[src/rtl/char_row_scaler.sv]
// Glyph-row pixel expander: scales each glyph bit into an sx*sy block of coloured pixels,
// clips to the screen and streams one pixel per cycle. Optional macro: OSD_TRANSPARENT_BG_EN.
module char_row_scaler #(
    parameter int CHAR_PIC_WIDTH = 9,
    parameter int SCALE_W        = 3,
    parameter int MAX_SCALE      = 4,
    parameter int COLOR_WIDTH    = 24,
    parameter int SCREEN_WIDTH   = 1920,
    parameter int SCREEN_HEIGHT  = 1080
) (
    input  logic                      clk,
    input  logic                      rst,
    input  logic [SCALE_W-1:0]        cfg_scale_x,
    input  logic [SCALE_W-1:0]        cfg_scale_y,
    input  logic [COLOR_WIDTH-1:0]    cfg_fg_color,
    input  logic [COLOR_WIDTH-1:0]    cfg_bg_color,
    input  logic                      cfg_bg_transparent,
    input  logic [CHAR_PIC_WIDTH-1:0] s_row_pixels_data,
    input  logic                      s_row_pixels_valid,
    output logic                      s_row_pixels_ready,
    input  logic [10:0]               s_row_pixels_posX,
    input  logic [10:0]               s_row_pixels_posY,
    output logic [COLOR_WIDTH-1:0]    m_pixel_data,
    output logic                      m_pixel_valid,
    input  logic                      m_pixel_ready,
    output logic [10:0]               m_pixel_posX,
    output logic [10:0]               m_pixel_posY
);
    localparam int W  = CHAR_PIC_WIDTH;
    localparam int CW = $clog2(CHAR_PIC_WIDTH);

    typedef enum logic {S_IDLE, S_EXPAND} state_t;
    state_t state_q, state_d;

    logic [W-1:0]           row_q, row_d, shift_q, shift_d;
    logic [11:0]            xbase_q, xbase_d, x_q, x_d, y_q, y_d;
    logic [CW-1:0]          col_q, col_d;
    logic [SCALE_W-1:0]     sxc_q, sxc_d, ryc_q, ryc_d, scx_q, scx_d, scy_q, scy_d;
    logic [COLOR_WIDTH-1:0] fg_q, fg_d, bg_q, bg_d, od_q, od_d;
    logic                   ov_q, ov_d;
    logic [10:0]            ox_q, ox_d, oy_q, oy_d;

    function automatic logic [SCALE_W-1:0] clamp_scale(input logic [SCALE_W-1:0] v);
        if (v == '0) return SCALE_W'(1);
        if (v > SCALE_W'(MAX_SCALE)) return SCALE_W'(MAX_SCALE);
        return v;
    endfunction

    logic advance, last_step, accept, idle_accept, step, emit, skip, clipped;
    logic [SCALE_W-1:0] in_scx, in_scy;

    assign in_scx      = clamp_scale(cfg_scale_x);
    assign in_scy      = clamp_scale(cfg_scale_y);
    assign advance     = !ov_q || m_pixel_ready;
    assign last_step   = (sxc_q == scx_q - SCALE_W'(1)) && (col_q == CW'(W-1)) &&
                         (ryc_q == scy_q - SCALE_W'(1));
    // Ready also rises on the final step so the next row is taken without a bubble.
    assign s_row_pixels_ready = !rst && advance &&
                                (state_q == S_IDLE || (state_q == S_EXPAND && last_step));
    assign accept      = s_row_pixels_valid && s_row_pixels_ready;
    assign idle_accept = accept && (state_q == S_IDLE);
    assign step        = idle_accept || (state_q == S_EXPAND && advance);

    // An idle acceptance performs step 0 straight from the inputs, giving 1-cycle latency.
    logic [W-1:0]           src_row, src_shift;
    logic [11:0]            src_xbase, src_x, src_y;
    logic [CW-1:0]          src_col;
    logic [SCALE_W-1:0]     src_sxc, src_ryc, src_scx;
    logic [COLOR_WIDTH-1:0] src_fg, src_bg;
    logic                   src_bit;

    assign src_row   = idle_accept ? s_row_pixels_data : row_q;
    assign src_shift = idle_accept ? s_row_pixels_data : shift_q;
    assign src_xbase = idle_accept ? {1'b0, s_row_pixels_posX} : xbase_q;
    assign src_x     = idle_accept ? {1'b0, s_row_pixels_posX} : x_q;
    assign src_y     = idle_accept ? {1'b0, s_row_pixels_posY} : y_q;
    assign src_col   = idle_accept ? '0 : col_q;
    assign src_sxc   = idle_accept ? '0 : sxc_q;
    assign src_ryc   = idle_accept ? '0 : ryc_q;
    assign src_scx   = idle_accept ? in_scx : scx_q;
    assign src_fg    = idle_accept ? cfg_fg_color : fg_q;
    assign src_bg    = idle_accept ? cfg_bg_color : bg_q;
    assign src_bit   = src_shift[W-1];
    assign clipped   = (src_x >= 12'(SCREEN_WIDTH)) || (src_y >= 12'(SCREEN_HEIGHT));
    assign emit      = !clipped && !skip;

`ifdef OSD_TRANSPARENT_BG_EN
    logic tr_q, tr_d;
    assign skip = (idle_accept ? cfg_bg_transparent : tr_q) && !src_bit;
`else
    logic unused_bg_transparent;
    assign skip = 1'b0;
    assign unused_bg_transparent = cfg_bg_transparent;
`endif

    logic [W-1:0]       n_shift;
    logic [11:0]        n_x, n_y;
    logic [CW-1:0]      n_col;
    logic [SCALE_W-1:0] n_sxc, n_ry;

    always_comb begin
        state_d = state_q;
        row_d = row_q; shift_d = shift_q; xbase_d = xbase_q; x_d = x_q; y_d = y_q;
        col_d = col_q; sxc_d = sxc_q; ryc_d = ryc_q; scx_d = scx_q; scy_d = scy_q;
        fg_d = fg_q; bg_d = bg_q; ov_d = ov_q; od_d = od_q; ox_d = ox_q; oy_d = oy_q;
`ifdef OSD_TRANSPARENT_BG_EN
        tr_d = tr_q;
`endif
        n_sxc = src_sxc + SCALE_W'(1); n_col = src_col; n_x = src_x + 12'd1;
        n_y = src_y; n_ry = src_ryc; n_shift = src_shift;
        if (src_sxc == src_scx - SCALE_W'(1)) begin
            n_sxc = '0;
            if (src_col == CW'(W-1)) begin
                n_col = '0; n_x = src_xbase; n_y = src_y + 12'd1;
                n_ry = src_ryc + SCALE_W'(1); n_shift = src_row;
            end else begin
                n_col = src_col + CW'(1); n_shift = src_shift << 1;
            end
        end

        if (step) begin
            ov_d = emit;
            if (emit) begin
                od_d = src_bit ? src_fg : src_bg;
                ox_d = src_x[10:0];
                oy_d = src_y[10:0];
            end
        end else if (advance) begin
            ov_d = 1'b0;
        end

        if (accept) begin
            row_d = s_row_pixels_data; xbase_d = {1'b0, s_row_pixels_posX};
            scx_d = in_scx; scy_d = in_scy; fg_d = cfg_fg_color; bg_d = cfg_bg_color;
`ifdef OSD_TRANSPARENT_BG_EN
            tr_d = cfg_bg_transparent;
`endif
        end

        if (idle_accept) begin
            shift_d = n_shift; x_d = n_x; y_d = n_y; col_d = n_col; sxc_d = n_sxc; ryc_d = n_ry;
            state_d = S_EXPAND;
        end else if (state_q == S_EXPAND && advance) begin
            if (last_step && accept) begin
                shift_d = s_row_pixels_data; x_d = {1'b0, s_row_pixels_posX};
                y_d = {1'b0, s_row_pixels_posY}; col_d = '0; sxc_d = '0; ryc_d = '0;
            end else begin
                shift_d = n_shift; x_d = n_x; y_d = n_y; col_d = n_col; sxc_d = n_sxc; ryc_d = n_ry;
                if (last_step) state_d = S_IDLE;
            end
        end
    end

    always_ff @(posedge clk) begin
        if (rst) begin
            state_q <= S_IDLE;
            row_q <= '0; shift_q <= '0; xbase_q <= '0; x_q <= '0; y_q <= '0;
            col_q <= '0; sxc_q <= '0; ryc_q <= '0; scx_q <= SCALE_W'(1); scy_q <= SCALE_W'(1);
            fg_q <= '0; bg_q <= '0; ov_q <= 1'b0; od_q <= '0; ox_q <= '0; oy_q <= '0;
`ifdef OSD_TRANSPARENT_BG_EN
            tr_q <= 1'b0;
`endif
        end else begin
            state_q <= state_d;
            row_q <= row_d; shift_q <= shift_d; xbase_q <= xbase_d; x_q <= x_d; y_q <= y_d;
            col_q <= col_d; sxc_q <= sxc_d; ryc_q <= ryc_d; scx_q <= scx_d; scy_q <= scy_d;
            fg_q <= fg_d; bg_q <= bg_d; ov_q <= ov_d; od_q <= od_d; ox_q <= ox_d; oy_q <= oy_d;
`ifdef OSD_TRANSPARENT_BG_EN
            tr_q <= tr_d;
`endif
        end
    end

    assign m_pixel_valid = ov_q;
    assign m_pixel_data  = od_q;
    assign m_pixel_posX  = ox_q;
    assign m_pixel_posY  = oy_q;
endmodule

[config.mk]
export PLATFORM = sky130hd
export DESIGN_NAME = char_row_scaler
export DESIGN_NICKNAME = d
export VERILOG_FILES = /design/src/rtl/char_row_scaler.sv
export SDC_FILE = /design/constraint.sdc
export NUM_CORES = 1
export LEC_CHECK = 0
export CAP_MARGIN = 20
export CORE_MARGIN = 2
export CORE_UTILIZATION = 55
export DETAILED_ROUTE_END_ITERATION = 7
export DONT_BUFFER_PORTS = 1
export PLACE_DENSITY_LB_ADDON = 0.08
export SLEW_MARGIN = 25
export SYNTH_ARGS = -nofsm -noshare
export SYNTH_HDL_FRONTEND = slang
export SYNTH_SLANG_ARGS = --single-unit
[constraint.sdc]
create_clock -name clk -period 12.4 [get_ports clk]
set_input_delay 3.1 -clock clk [delete_from_list [all_inputs] [get_ports clk]]
set_output_delay 3.1 -clock clk [all_outputs]
set_load 0.02 [all_outputs]
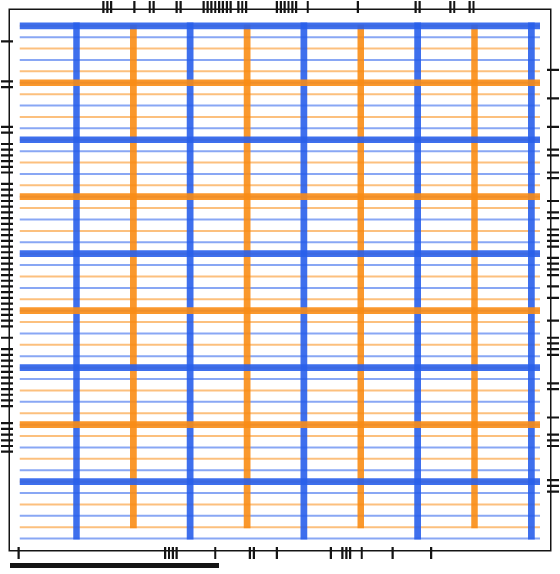
Fig. 1. Floorplan with the power grid (run 1).
Scale bar: 50 microns. Pins as bars on the die edge.
| color | net |
|---|---|
| orange | VDD |
| blue | VSS |
rows: 45
met4 straps: 9
met1 rails: 46
signal pins: 138
met5 straps: 9

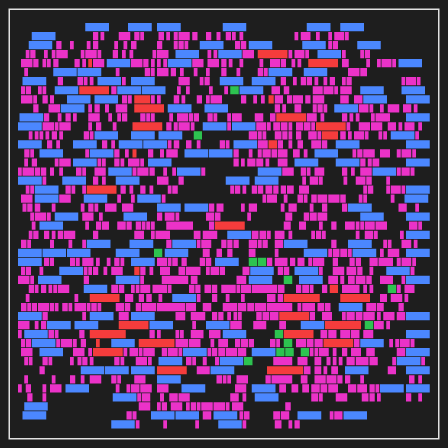
Fig. 2. Placed cells, one color a class (run 1).
| color | class | cells | share of their area |
|---|---|---|---|
| red | clock drivers and dummy loads | 31 | 7.1% |
| magenta | combinational and other logic | 864 | 55% |
| green | other buffers and delay cells | 14 | 1.2% |
| blue | flops | 165 | 37% |

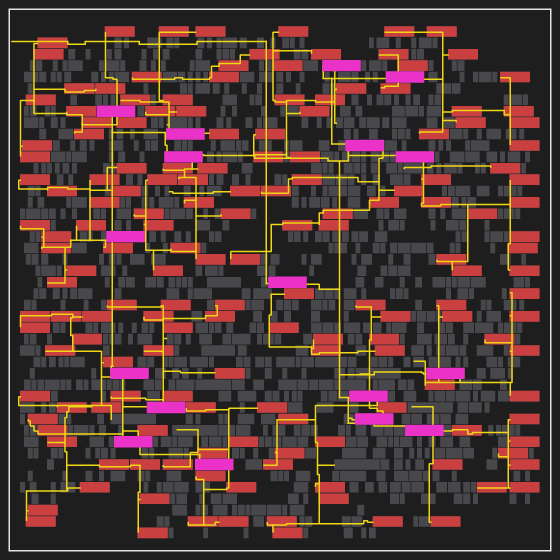
Fig. 3. Clock distribution (run 1).
[magenta] clock drivers | count: 17
[red] flip-flops | count: 165
[yellow] clock wires | length: 2050 microns
flops lie: all over the die
routed clock nets: 18

==> results.sh, run 1 <==
# flow metrics
export IMPL_status="finished, final reports clean"
export IMPL_grt_pass1_vias=7054
export IMPL_clk_path_buf_depth=2
export IMPL_ys_chip_area_sq_mm=0.00858
export IMPL_synth_cells=1118
export IMPL_htreeDepth=4
export IMPL_top_logic_kind="simple AND/OR/NAND/NOR gates"
export IMPL_crit_type="input port to flip-flop"
export IMPL_timing_rr_end="y_q[11]"
export IMPL_grt_pass1_wl_mm=37.2
export IMPL_numSynthFlops=165
export IMPL_fin_crit_sh=0.599
export IMPL_fin_nets=1161
export IMPL_crit_top_cell="nand2_1"
export IMPL_drtAntennaViolNets=0
export IMPL_syn_area_per_cell_sq_um=7.67
export IMPL_cts_root_buf="clkbuf_16"
export IMPL_worst_pin_slew_ps=949
export IMPL_drc=0
export IMPL_pwr_share_seq=0.444
export IMPL_layout_top_cells="nand2_1 (285), dfxtp_1 (165), a21oi_1 (117)"
export IMPL_wl_met2_mm=10.8
export IMPL_met1_length_mm=10.3
## run 1: per-layer routing
metal,vias to the layer above,global-route usage
met3,28,0.0832
met5,-,0
met1,3637,0.364
li1,3820,-
met2,277,0.455
met4,0,0.0876
## run 1: cells by family after synthesis
family,Yosys count
and+or+nand+nor,488
AOI/OAI and AO/OA,252
DFF,165
buffers and inverters,104
muxes,76
xor gates and xnor gates,24
adders and majority gates,9
## run 1: per-stage QoR
step                      utilization  setup slack, ps  cell area (sq um)  cells
after floorplan                     -             5300               8580   1118
after global placement          0.567             4110               8610   1231
after global routing            0.609             4610               9260   1262
final                           0.609             4980               9260   1262
after detailed placement        0.567             4100               8610   1231
after CTS                       0.609             4550               9250   1262
## run 1: sequential cells by signal, indices dropped and copies added (netlist names), 9 cells and up
signal,flops
bg_q,24
fg_q,24
m_pixel_data,24
x_q,12
y_q,12
m_pixel_posX,11
m_pixel_posY,11
xbase_q,11
row_q,9
shift_q,9
## run 1: Yosys cell counts, types with 6 or more instances
library cell	count	share of area
clkbuf_1	72	0.032
a31oi_1	11	0.0080
nor3_1	19	0.011
or4_1	7	0.0061
buf_2	6	0.0035
inv_1	15	0.0066
xnor2_1	10	0.010
nand3_1	51	0.030
a211oi_1	23	0.020
nand2b_1	6	0.0044
a21oi_1	118	0.069
a311oi_1	14	0.014
mux2i_1	70	0.082
o21ai_0	26	0.015
nor4_1	9	0.0066
o211ai_1	8	0.0070
ha_1	9	0.013
buf_1	11	0.0048
mux2_2	6	0.0079
dfxtp_1	165	0.39
xor2_1	11	0.011
nand4_1	12	0.0088
nor2_1	67	0.029
nand2_1	285	0.12
a221o_1	9	0.011
## run 1: power groups by stage
stage          Sequential, mW  Combinational (mW)  Clock [mW]
6_report                0.617               0.192       0.581
5_1_grt                 0.621               0.214       0.610
4_1_cts                 0.616               0.192       0.586
3_5_place_dp            0.628               0.191           0
3_3_place_gp            0.627               0.187           0
2_1_floorplan           0.617               0.162           0
## run 1: layout make-up
cell class / instances / area [sq um]
inverters: 15 / 56.3
fillers: 1413 / 5940
clock buffers: 22 / 464
repair buffers: 14 / 105
clock inverters: 9 / 175
flip-flops and latches: 165 / 3300
multi-input cells: 849 / 4920
well taps: 188 / 235
## run 1: critical path, delay by kind of cell
| kind | cells | cell delay [ps] |
|---|---|---|
| compound gates | 1 | 60 |
| fa+ha+maj | 1 | 150 |
| buf+inv | 1 | 510 |
| mux | 1 | 370 |
| simple gates | 7 | 3530 |
## run 1: how the worst min path moves through the flow
stage	end	slack, ps	depth (start not counted)
after global routing	fg_q[0]	470	2
after floorplan	scy_q[1]	430	2
after detailed placement	bg_q[19]	440	2
after CTS	bg_q[19]	450	2
final	row_q[7]	450	2
after global placement	row_q[8]	430	2
Fig. 4: run 1, routed metal, one color a layer
Scale bar: 50 microns.
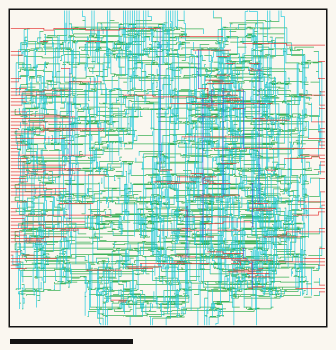

## Run 2: what changed since run 1
Clock period 12.4 ns to 6.8 ns, I/O delays scaled along.
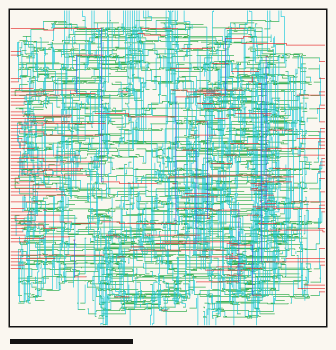
Fig. 5. Routed metal, one color a layer (run 2).
Scale bar: 50 microns.
| color | layer | wire length |
|---|---|---|
| blue | metal 4 | 430 microns |
| green | metal 1 | 10500 microns |
| cyan | metal 2 | 10500 microns |
| red | metal 3 | 1850 microns |

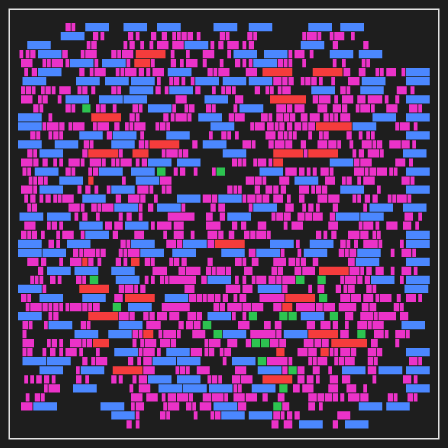
Fig. 6. Placed cells, one color a class (run 2).
| color | class | cells | share of their area |
|---|---|---|---|
| red | clock drivers and dummy loads | 31 | 6.8% |
| green | other buffers and delay cells | 21 | 1.7% |
| blue | flops | 165 | 36% |
| magenta | combinational and other logic | 864 | 55% |

==> run 2 against run 1 <==
Net effect: global-route usage increased by 0.20 points; die area is the same; wire length hardly changed; largest cell class unchanged.
==> results.sh, run 2 <==
# flow metrics
export IMPL_yosys_area_top_type="dfxtp_1"
export IMPL_numSynthFlops=165
export IMPL_synth_most_common_cell="nand2_1"
export IMPL_topCellsByArea="dfxtp_1 (39%), nand2_1 (12%), mux2i_1 (8.2%), a21oi_1 (6.9%), clkbuf_1 (3.2%)"
export IMPL_cts_root_buf="clkbuf_16"
export IMPL_grt_pass1_wl_mm=37.4
export IMPL_layout_top_cells="nand2_1 (285), dfxtp_1 (165), a21oi_1 (117)"
export IMPL_drtAntennaViolNets=0
export IMPL_fin_nets=1168
export IMPL_crit_top_cell="buf_4"
export IMPL_nFillCells=1406
export IMPL_ys_chip_area_sq_mm=0.00858
export IMPL_crit_type="input port to flip-flop"
export IMPL_syn_area_per_cell_sq_um=7.67
export IMPL_status="finished, final reports clean"
export IMPL_fin_crit_sh=0.761
export IMPL_grt_pass1_vias=7157
export IMPL_synth_top_cell_area_share=0.385
export IMPL_drc=0
export IMPL_worst_pin_slew_ps=891
export IMPL_htreeDepth=4
export IMPL_top_cells_by_count="nand2_1 (285), dfxtp_1 (165), a21oi_1 (118), clkbuf_1 (72), mux2i_1 (70)"
export IMPL_whs_path_depth=2
-- run 2: power groups by stage --
stage	clock network (mW)	logic [mW]	registers [mW]
floorplan	0	0.296	1.13
global placement	0	0.347	1.14
detailed placement	0	0.350	1.15
CTS	1.02	0.351	1.12
global route	1.06	0.394	1.13
finish	1.01	0.353	1.12
-- run 2: cells by family (layout without fill, tap and decap cells) --
kind of cell | Yosys count | after routing | synth area share
AND-OR/OR-AND | 252 | 252 | 0.187
XOR/XNOR | 24 | 24 | 0.0295
adder cells (fa/ha/maj) | 9 | 9 | 0.0131
buffers and inverters | 104 | 67 | 0.0464
flip-flops | 165 | 165 | 0.385
multiplexers | 76 | 76 | 0.0896
AND/OR/NAND/NOR | 488 | 488 | 0.250
-- run 2: final timing paths --
kind | endpoint | from | slack [ps]
worst min-delay path | xbase_q[4] | xbase_q[4] | 450
worst max-delay path | y_q[0] | m_pixel_ready | 1630
worst min register to register | xbase_q[4] | xbase_q[4] | 450
worst max register to register | y_q[0] | state_q | 2440
-- run 2: per-layer routing --
| layer | wire length, microns | track usage | vias to the layer above |
|---|---|---|---|
| met5 | 0 | 0 | - |
| met4 | 429 | 0.0946 | 0 |
| met3 | 1850 | 0.0857 | 29 |
| met2 | 10500 | 0.448 | 261 |
| met1 | 10500 | 0.371 | 3597 |
| li1 | - | - | 3834 |
-- run 2: area by class of cell --
class | count | area (sq um) | share of cell area
multi-input combinational | 849 | 4920 | 0.530
clock inverter | 11 | 149 | 0.0160
tap | 188 | 235 | 0.0253
clock buffer | 20 | 467 | 0.0503
sequential | 165 | 3300 | 0.356
inverter | 15 | 56.3 | 0.00606
timing repair buffer | 21 | 158 | 0.0170
-- run 2: worst reg2reg max path: stages (launching register included) --
cell,delay [ps]
dfxtp_1,640
inv_1,310
nand3_4,380
buf_4,390
a21oi_1,130
ha_1,330
xnor2_1,160
or4_1,750
nor2_1,160
buf_4,240
o21ai_0,180
nor3b_1,200
a2111oi_0,380
-- run 2: per-stage QoR --
step / util / instance area, sq um / setup WS, ps / std cells / power, mW
floorplan: - / 8580 / 1520 / 1118 / 1.42
finish: 0.611 / 9290 / 1630 / 1269 / 2.48
detailed placement: 0.570 / 8660 / 1220 / 1238 / 1.50
CTS: 0.610 / 9280 / 1660 / 1269 / 2.50
global route: 0.611 / 9290 / 1310 / 1269 / 2.59
global placement: 0.570 / 8660 / 1300 / 1238 / 1.49
Power is estimated from default activity; no workload was simulated.
